$ cat src/rtl/dyn_pattern_gen_if.sv
// Control and serial-stream bundle of the pattern generator.
// master drives the transmission request; slave is the generator itself.
interface dyn_pattern_gen_if #(
   parameter int PAT_W = 8,
   parameter int LEN_W = 4
);
   logic             load;
   logic [PAT_W-1:0] pat_in;
   logic [LEN_W-1:0] pat_len;
   logic [7:0]       rep_cnt;
   logic [7:0]       gap_len;
   logic             abort;
   logic             ready;
   logic             d_out;
   logic             valid_out;
   logic             sent_pulse;
   logic             busy;
   logic             done;

   modport master (
      output load, pat_in, pat_len, rep_cnt, gap_len, abort,
      input  ready, d_out, valid_out, sent_pulse, busy, done
   );

   modport slave (
      input  load, pat_in, pat_len, rep_cnt, gap_len, abort,
      output ready, d_out, valid_out, sent_pulse, busy, done
   );
endinterface

$ cat src/rtl/dyn_pattern_gen.sv
// Serial pattern source: pattern repeated rep_cnt times, each preceded by gap_len LFSR filler bits.
// First bit 1 cycle after load (gap_len+1 with gaps); no backpressure, load taken only while ready=1.
module dyn_pattern_gen #(
   parameter int          PAT_W     = 8,
   parameter int          LEN_W     = 4,
   parameter logic [15:0] SEED      = 16'hACE1,
   parameter bit          GAP_VALID = 1'b1
) (
   input logic              clk,
   input logic              rst,
   dyn_pattern_gen_if.slave bus
);
   typedef enum logic [1:0] {IDLE, GAP, SEND, DONE} st_t;

   typedef struct packed {
      logic [PAT_W-1:0] pat;
      logic [LEN_W-1:0] len;
      logic [7:0]       gap;
   } cfg_t;

   st_t              st, st_n;
   cfg_t             cfg, cfg_n;
   logic [LEN_W-1:0] bit_idx, bit_n, len_clamp;
   logic [7:0]       gap_cnt, gap_n, rep_left, rep_n;
   logic [15:0]      lfsr, lfsr_n;
   logic             d_n, vld_n, sent_n;
   logic             ready_q, d_q, vld_q, sent_q, busy_q, done_q;

   assign len_clamp = (bus.pat_len > LEN_W'(PAT_W)) ? LEN_W'(PAT_W) : bus.pat_len;

   always_comb begin
      st_n   = st;
      cfg_n  = cfg;
      bit_n  = bit_idx;
      gap_n  = gap_cnt;
      rep_n  = rep_left;
      lfsr_n = lfsr;
      d_n    = 1'b0;
      vld_n  = 1'b0;
      sent_n = 1'b0;
      case (st)
         IDLE: if (bus.load) begin
            cfg_n = '{pat: bus.pat_in, len: len_clamp, gap: bus.gap_len};
            rep_n = bus.rep_cnt;
            if (len_clamp == '0 || bus.rep_cnt == '0) st_n = DONE;
            else if (bus.gap_len != '0) begin
               st_n  = GAP;
               gap_n = bus.gap_len - 8'd1;
            end else begin
               st_n  = SEND;
               bit_n = len_clamp - LEN_W'(1);
            end
         end
         GAP: if (gap_cnt != '0) gap_n = gap_cnt - 8'd1;
              else begin
                 st_n  = SEND;
                 bit_n = cfg.len - LEN_W'(1);
              end
         SEND: if (bit_idx != '0) bit_n = bit_idx - LEN_W'(1);
               else if (rep_left == '0) st_n = DONE;
               else if (cfg.gap != '0) begin
                  st_n  = GAP;
                  gap_n = cfg.gap - 8'd1;
               end else bit_n = cfg.len - LEN_W'(1);
         DONE: st_n = IDLE;
         default: st_n = IDLE;
      endcase
      if (bus.abort && st != IDLE) st_n = IDLE;

      // Outputs describe the cycle being entered so they can leave straight from flops.
      if (st_n == GAP) begin
         d_n    = lfsr[0];
         vld_n  = GAP_VALID;
         lfsr_n = {lfsr[0] ^ lfsr[2] ^ lfsr[3] ^ lfsr[5], lfsr[15:1]};
      end
      if (st_n == SEND) begin
         d_n   = |(cfg_n.pat & (PAT_W'(1) << bit_n));
         vld_n = 1'b1;
         if (bit_n == '0) begin
            sent_n = 1'b1;
            rep_n  = rep_n - 8'd1;
         end
      end
   end

   always_ff @(posedge clk or negedge rst) begin
      if (!rst) begin
         st       <= IDLE;
         cfg      <= '0;
         bit_idx  <= '0;
         gap_cnt  <= '0;
         rep_left <= '0;
         lfsr     <= SEED;
         ready_q  <= 1'b1;
         d_q      <= 1'b0;
         vld_q    <= 1'b0;
         sent_q   <= 1'b0;
         busy_q   <= 1'b0;
         done_q   <= 1'b0;
      end else begin
         st       <= st_n;
         cfg      <= cfg_n;
         bit_idx  <= bit_n;
         gap_cnt  <= gap_n;
         rep_left <= rep_n;
         lfsr     <= lfsr_n;
         ready_q  <= (st_n == IDLE);
         d_q      <= d_n;
         vld_q    <= vld_n;
         sent_q   <= sent_n;
         busy_q   <= (st_n != IDLE);
         done_q   <= (st_n == DONE);
      end
   end

   assign bus.ready      = ready_q;
   assign bus.d_out      = d_q;
   assign bus.valid_out  = vld_q;
   assign bus.sent_pulse = sent_q;
   assign bus.busy       = busy_q;
   assign bus.done       = done_q;
endmodule

$ cat src/flat_wrapper.sv
// flat-port wrapper written by rule: the top's interface ports become plain ports
module dyn_pattern_gen_flat 
#(
   parameter int          PAT_W     = 8,
   parameter int          LEN_W     = 4,
   parameter logic [15:0] SEED      = 16'hACE1,
   parameter bit          GAP_VALID = 1'b1
)
  (clk, rst, bus_load, bus_pat_in, bus_pat_len, bus_rep_cnt, bus_gap_len, bus_abort, bus_ready, bus_d_out, bus_valid_out, bus_sent_pulse, bus_busy, bus_done);
  dyn_pattern_gen_if #(.PAT_W(PAT_W), .LEN_W(LEN_W)) bus_i ();
  input logic clk;
  input logic rst;
  input wire logic [$bits(bus_i.load)-1:0] bus_load;
  input wire logic [$bits(bus_i.pat_in)-1:0] bus_pat_in;
  input wire logic [$bits(bus_i.pat_len)-1:0] bus_pat_len;
  input wire logic [$bits(bus_i.rep_cnt)-1:0] bus_rep_cnt;
  input wire logic [$bits(bus_i.gap_len)-1:0] bus_gap_len;
  input wire logic [$bits(bus_i.abort)-1:0] bus_abort;
  output wire logic [$bits(bus_i.ready)-1:0] bus_ready;
  output wire logic [$bits(bus_i.d_out)-1:0] bus_d_out;
  output wire logic [$bits(bus_i.valid_out)-1:0] bus_valid_out;
  output wire logic [$bits(bus_i.sent_pulse)-1:0] bus_sent_pulse;
  output wire logic [$bits(bus_i.busy)-1:0] bus_busy;
  output wire logic [$bits(bus_i.done)-1:0] bus_done;
  assign bus_i.load = bus_load;
  assign bus_i.pat_in = bus_pat_in;
  assign bus_i.pat_len = bus_pat_len;
  assign bus_i.rep_cnt = bus_rep_cnt;
  assign bus_i.gap_len = bus_gap_len;
  assign bus_i.abort = bus_abort;
  assign bus_ready = bus_i.ready;
  assign bus_d_out = bus_i.d_out;
  assign bus_valid_out = bus_i.valid_out;
  assign bus_sent_pulse = bus_i.sent_pulse;
  assign bus_busy = bus_i.busy;
  assign bus_done = bus_i.done;
  dyn_pattern_gen #(.PAT_W(PAT_W), .LEN_W(LEN_W), .SEED(SEED), .GAP_VALID(GAP_VALID)) u_core (.clk(clk), .rst(rst), .bus(bus_i));
endmodule
$ cat config.mk
export PLATFORM = sky130hd
export DESIGN_NAME = dyn_pattern_gen_flat
export DESIGN_NICKNAME = d
export VERILOG_FILES = /design/src/rtl/dyn_pattern_gen_if.sv /design/src/rtl/dyn_pattern_gen.sv /design/src/flat_wrapper.sv
export SDC_FILE = /design/constraint.sdc
export NUM_CORES = 1
export LEC_CHECK = 0
export ABC_AREA = 1
export CORE_MARGIN = 5
export CORE_UTILIZATION = 30
export CTS_CLUSTER_DIAMETER = 80
export CTS_CLUSTER_SIZE = 24
export DETAILED_ROUTE_END_ITERATION = 8
export GPL_TIMING_DRIVEN = 1
export PLACE_DENSITY = 0.56
export RECOVER_POWER = 100
export SYNTH_ARGS = -nofsm -noshare
export SYNTH_HDL_FRONTEND = slang
export SYNTH_SLANG_ARGS = --single-unit
$ cat constraint.sdc
create_clock -name clk -period 6.8 [get_ports clk]
set_clock_uncertainty 0.1 [all_clocks]
set_input_delay 0.68 -clock clk [delete_from_list [all_inputs] [get_ports clk]]
set_output_delay 0.68 -clock clk [all_outputs]
set_load 0.02 [all_outputs]
Run 1, track usage over the die:
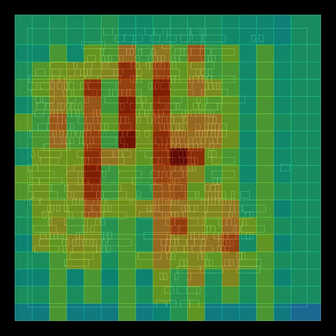
busiest layer in global routing: met2
GRT Util Overall: 12.9%
M1 GR Usage: 17.7%

Run 1, supply network:
Scale bar: 20 µm. Pins as bars on the die edge. Tap cells in gray.
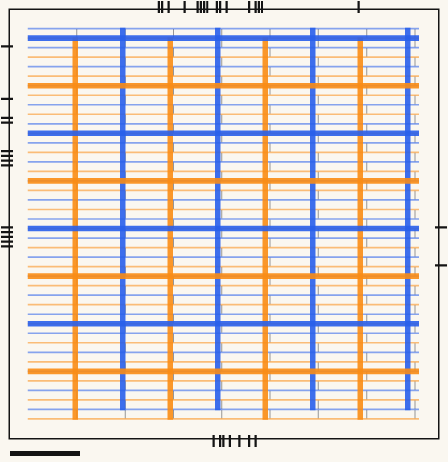
- blue: VDD
- orange: VSS
- met4 straps: 8
- signal pins: 38
- rows: 41
- met1 rails: 42
Die X: 122 µm
VDD IR max: 184 µV

Run 1, metal layers overlaid:
Only two layers are drawn.
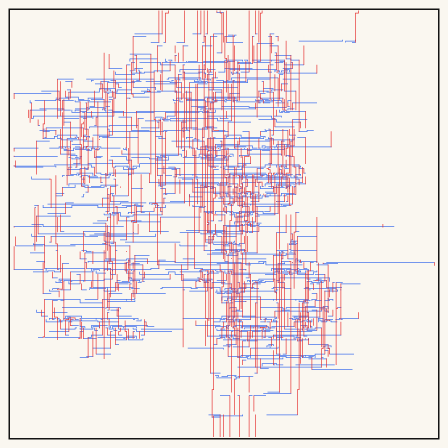
- blue: M1 (wire length 4,410 µm)
- red: M2 (wire length 4,190 µm)
total vias in the final route: 3,222
Wirelength per Cell: 12.6 µm
final WL: 9.09 mm

==> flow_summary.json, run 1 <==
{
  "worst_pin_slew_ps": 3500,
  "yosys_warnings": 0,
  "fp_util_pct": 30.3,
  "cts_max_level": 3,
  "dp_slack_ps": 2540,
  "drv_cap": 1,
  "critPathCaptureType": "flip-flop",
  "ys_area_um2": 3780,
  "gp_congestion": 0.862,
  "final_max_slew_viol_count": 65,
  "cts_tree": "built",
  "routed_via_density": 4.48,
  "synth_area_leader_cell": "dfrtp_1",
  "critPathSlowestCell": "dlygate4sd3_1",
  "ys_ff": 64,
  "final_core_util_pct": 36.8,
  "edf_count": 0,
  "cts_num_sinks": 64,
  "cts_resized": 0,
  "combGateArea_um2": 1840,
  "core_um2": 12500,
  "grt_pass1_vias": 3150,
  "hold_buffers": 0,
  "hpwl_mm": 6.62,
  "status": "complete, but fails checks",
  "holdWs_ps": 364,
  "crit_buf_inv": 5,
  "hold_violations": 0,
  "seq_area_um2": 1610,
  "crit_path_frequent_cell": "inv_1",
  "netlist_area_um2": 3780,
  "crit_arrival_ps": 4150,
  "core.rowCount": 41,
  "combPwrFrac_pct": 44.3,
  "ant_nets": 0,
  "placed_cells": 704,
  "rsz0062_at_grt": "no",
  "cpPeakStageDelay_ps": 570,
  "place_area_um2": 4320,
  "comb-power_uw": 861,
  "violations": "max-capacitance violations, max-slew violations",
  "cts_inserted_buffers": 9,
  "final_common_cell": "nand2_1",
  "cp_data_required_time_ps": 6950,
  "top_power_group": "combinational cells",
  "synth_nets": 552,
  "top_cell_area_share_pct": 36.4,
  "die_area_um2": 14900,
  "ys_types": 38,
  "final_cell_mix": "nand2_1, inv_1, dfrtp_1"
}
[run 1: area by class of cell]
cell class | count | share of cell area (%)
Multi-Input combinational cell | 368 | 40.0
Sequential cell | 64 | 35.1
Timing Repair Buffer | 39 | 8.20
Inverter | 61 | 4.99
Clock buffer | 9 | 4.90
Tap cell | 172 | 4.69
Clock inverter | 7 | 2.07
[run 1: final timing paths]
path / slack (ps) / start / endpoint / cells past startpoint
setup reg to reg: 2800 / u_core.st[1] / u_core.lfsr[15] / 11
hold / removal: 360 / u_core.lfsr[6] / u_core.lfsr[6] / 2
max in group asynchronous: 3100 / rst / u_core.lfsr[4] / 2
hold reg to reg: 360 / u_core.lfsr[6] / u_core.lfsr[6] / 2
setup / recovery: 2800 / bus_pat_len[3] / u_core.lfsr[15] / 14
min in group asynchronous: 1530 / rst / u_core.cfg[15] / 2
[run 1: sequential cells by signal (all words and copies together) (netlist names)]
register / cells
u_core.rep_left: 8
u_core.bus.d_out: 1
u_core.gap_cnt: 8
u_core.bus.valid_out: 1
u_core.lfsr: 16
u_core.cfg: 20
u_core.bus.done: 1
u_core.bus.sent_pulse: 1
u_core.bus.busy: 1
u_core.st: 2
u_core.bit_idx: 4
u_core.bus.ready: 1
[run 1: routing by layer]
layer  global-route usage, %  wire length (µm)  up-vias
li1                        -                 -     1668
met1                    17.7              4410     1474
met2                    20.4              4190       63
met3                    2.12               296       17
met4                    4.97               194        0
met5                       0                 0        -
[run 1: logic make-up after synthesis]
family | after synthesis | synth area share (%)
xor gates and xnor gates | 19 | 4.40
DFF | 64 | 42.7
AOI/OAI and AO/OA | 62 | 9.20
and+or+nand+nor | 273 | 31.6
buffers and inverters | 74 | 7.54
adders and majority gates | 14 | 4.63
==> run 1 -> run 2 <==
clock period = 4.1 ns   (was 6.8 ns; I/O delays follow)
Run 2, register map, names as in the netlist:
Other sequential cells in the stronger gray, the rest of the logic in the fainter gray.
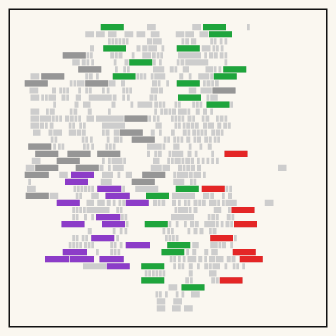
- red: u_core.gap_cnt (flops 8)
- purple: u_core.lfsr (flops 16)
- green: u_core.cfg (flops 20)
FF+latch area: 1610 µm²
Util after Layout: 36.6%
Seq. pwr: 972 µW
sequential share of cell area: 35.3%

Run 2, track usage over the die:
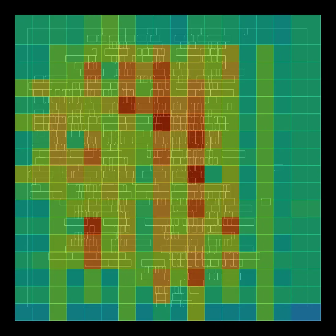
Global Route met3 Usage: 2.95%
Wirelength per Cell: 12.5 µm
met2 GRT Util: 20.3%

==> flow_summary.json, run 2 <==
{
  "timing.final.ws_setup_ps": 602,
  "drt_iter0_markers": 143,
  "syn2layout_area_growth_pct": 20.8,
  "ys_area_um2": 3780,
  "antenna_found_initial": 0,
  "synth_nets": 552,
  "met3WireLength_um": 391,
  "placed_cells": 706,
  "hold_violations": 0,
  "p_total_mw": 3.14,
  "vias": 3252,
  "top_cells_by_area": "dfrtp_1, nand2_1, dfstp_2",
  "rsz0062_at_grt": "no",
  "core_um2": 12500,
  "fill_cells": 1304,
  "crit_buf_inv": 4,
  "cts_tree": "built",
  "routed_via_density": 4.50,
  "ios": 38,
  "worst_pin_slew_ps": 2000,
  "crit_arrival_ps": 3600,
  "largest_reg_flops": 20,
  "place_area_um2": 4340,
  "critPathSlowestCell": "dlygate4sd3_1",
  "crit_path_frequent_cell": "nand2_1",
  "violations": "max-capacitance violations, max-slew violations",
  "gp_congestion": 0.885,
  "ir_drop_uv": 251,
  "netlist_area_um2": 3780,
  "final_cell_mix": "nand2_1, inv_1, dfrtp_1",
  "cts_max_level": 3,
  "dp_slack_ps": 575,
  "status": "complete, but fails checks",
  "final_max_slew_viol_count": 67,
  "drv_cap": 2,
  "hold_buffers": 0,
  "final_common_cell": "nand2_1",
  "grt_max_degree": 37,
  "holdWs_ps": 356,
  "top_regs": "u_core.cfg x20, u_core.lfsr x16",
  "cts_resized": 0,
  "cts_num_sinks": 64,
  "die_height_um": 122,
  "routed_wl_mm": 8.99,
  "cpPeakStageDelay_ps": 550,
  "wl_met1_mm": 4.24,
  "synthCells": 506,
  "grt_pass1_vias": 3170,
  "drive_above_1_share_pct": 7.09,
  "track_usage_pct": 12.8,
  "ant_nets": 0,
  "common_cells": "nand2_1, inv_1, dfrtp_1, o21ai_0, nor2_1",
  "finalSetupTns_ps": 0,
  "core.rowCount": 41,
  "critPathTopFamily": "simple AND/OR/NAND/NOR gates",
  "diodes": 0,
  "synth_stat.cells": 506,
  "chipWidth_um": 122,
  "top_layer": "met4",
  "fp_util_pct": 30.3,
  "critPathCaptureType": "flip-flop",
  "clk_pin_slew_ps": 60,
  "post-route-period-util_pct": 85.3,
  "ys_ff": 64,
  "synth_area_leader_cell": "dfrtp_1",
  "top_register": "u_core.cfg",
  "yosys_warnings": 0,
  "wl_met2_mm": 4.19,
  "hpwl_mm": 6.63,
  "edf_count": 0,
  "cp_data_required_time_ps": 4200,
  "ys_types": 38,
  "die_area_um2": 14900,
  "fmax_mhz": 286,
  "warnings": 33,
  "top_cell_area_share_pct": 36.4,
  "cts_inserted_buffers": 9,
  "avgSynthCellArea_um2": 7.47,
  "grt_pass1_wl_mm": 15.2
}
Run 2, layout detail:
Window x 79 to 104, y 18 to 43 µm. Cells in gray, sequential cells in the stronger gray; small squares are vias.
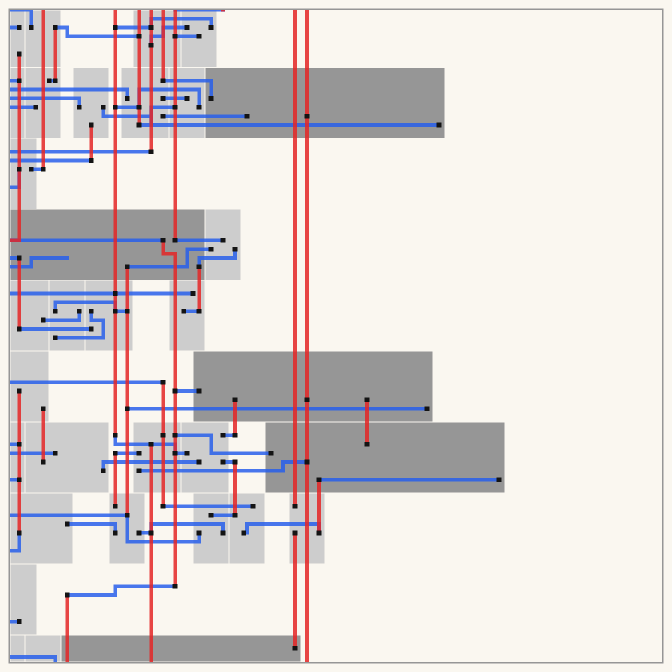
- blue: M1
- red: M2
- cells with their middle in the window: 25
- sequential cells in the window: 4
- most frequent: nor2_1 (5), nand2_1 (4), dfrtp_1 (4)
- netlist names of flops here include: u_core.gap_cnt (4)

## run 2: path summary, 6_finish.rpt
path	from	to	slack [ps]	depth (start not counted)
max in group asynchronous	rst	u_core.lfsr[8]	1050	2
hold / removal	u_core.lfsr[11]	u_core.lfsr[10]	360	2
hold reg to reg	u_core.lfsr[11]	u_core.lfsr[10]	360	2
setup reg to reg	u_core.st[1]	u_core.rep_left[7]	680	12
setup / recovery	bus_pat_len[0]	u_core.rep_left[7]	600	18
min in group asynchronous	rst	u_core.cfg[12]	550	1
## run 2: area by class of cell
cell class | count | area, µm² | area share [%]
clock buffers | 10 | 229 | 5.01
clock inverters | 6 | 61.3 | 1.34
inverters | 61 | 229 | 5.01
multi-input cells | 368 | 1830 | 40.2
flip-flops and latches | 64 | 1610 | 35.3
well taps | 172 | 215 | 4.71
repair buffers | 41 | 387 | 8.46
## run 2: logic make-up (layout without fill, tap and decap cells)
kind of cell	Yosys count	count (layout)	share of synthesized area (%)
adders and majority gates	14	14	4.63
xor gates and xnor gates	19	19	4.40
buffers and inverters	74	118	7.54
DFF	64	64	42.7
AOI/OAI and AO/OA	62	62	9.20
and+or+nand+nor	273	273	31.6
## run 2: layer usage
layer | global-route usage (%) | up-vias
met5 | 0 | -
met4 | 4.97 | 0
met3 | 2.95 | 12
met2 | 20.3 | 81
met1 | 16.9 | 1490
li1 | - | 1669
## run 2: power breakdown
group	total, mW	switching (mW)	internal, mW
clock network	0.741	0.273	0.468
logic	1.42	0.920	0.502
registers	0.972	0.121	0.851
total	3.14	1.32	1.82
## run 2: worst reg2reg max path: stages (launching register included)
cell and delay (ps):
dfrtp_1 430, inv_1 120, ha_1 320, nand2_1 330, clkinv_1 110, buf_4 230, a22oi_1 100, a22oi_1 360
ha_1 290, nand2_2 90, nor2_1 500, nand2_1 140, xor2_1 170
No activity file was given, so power comes from the tool's default toggle rates.
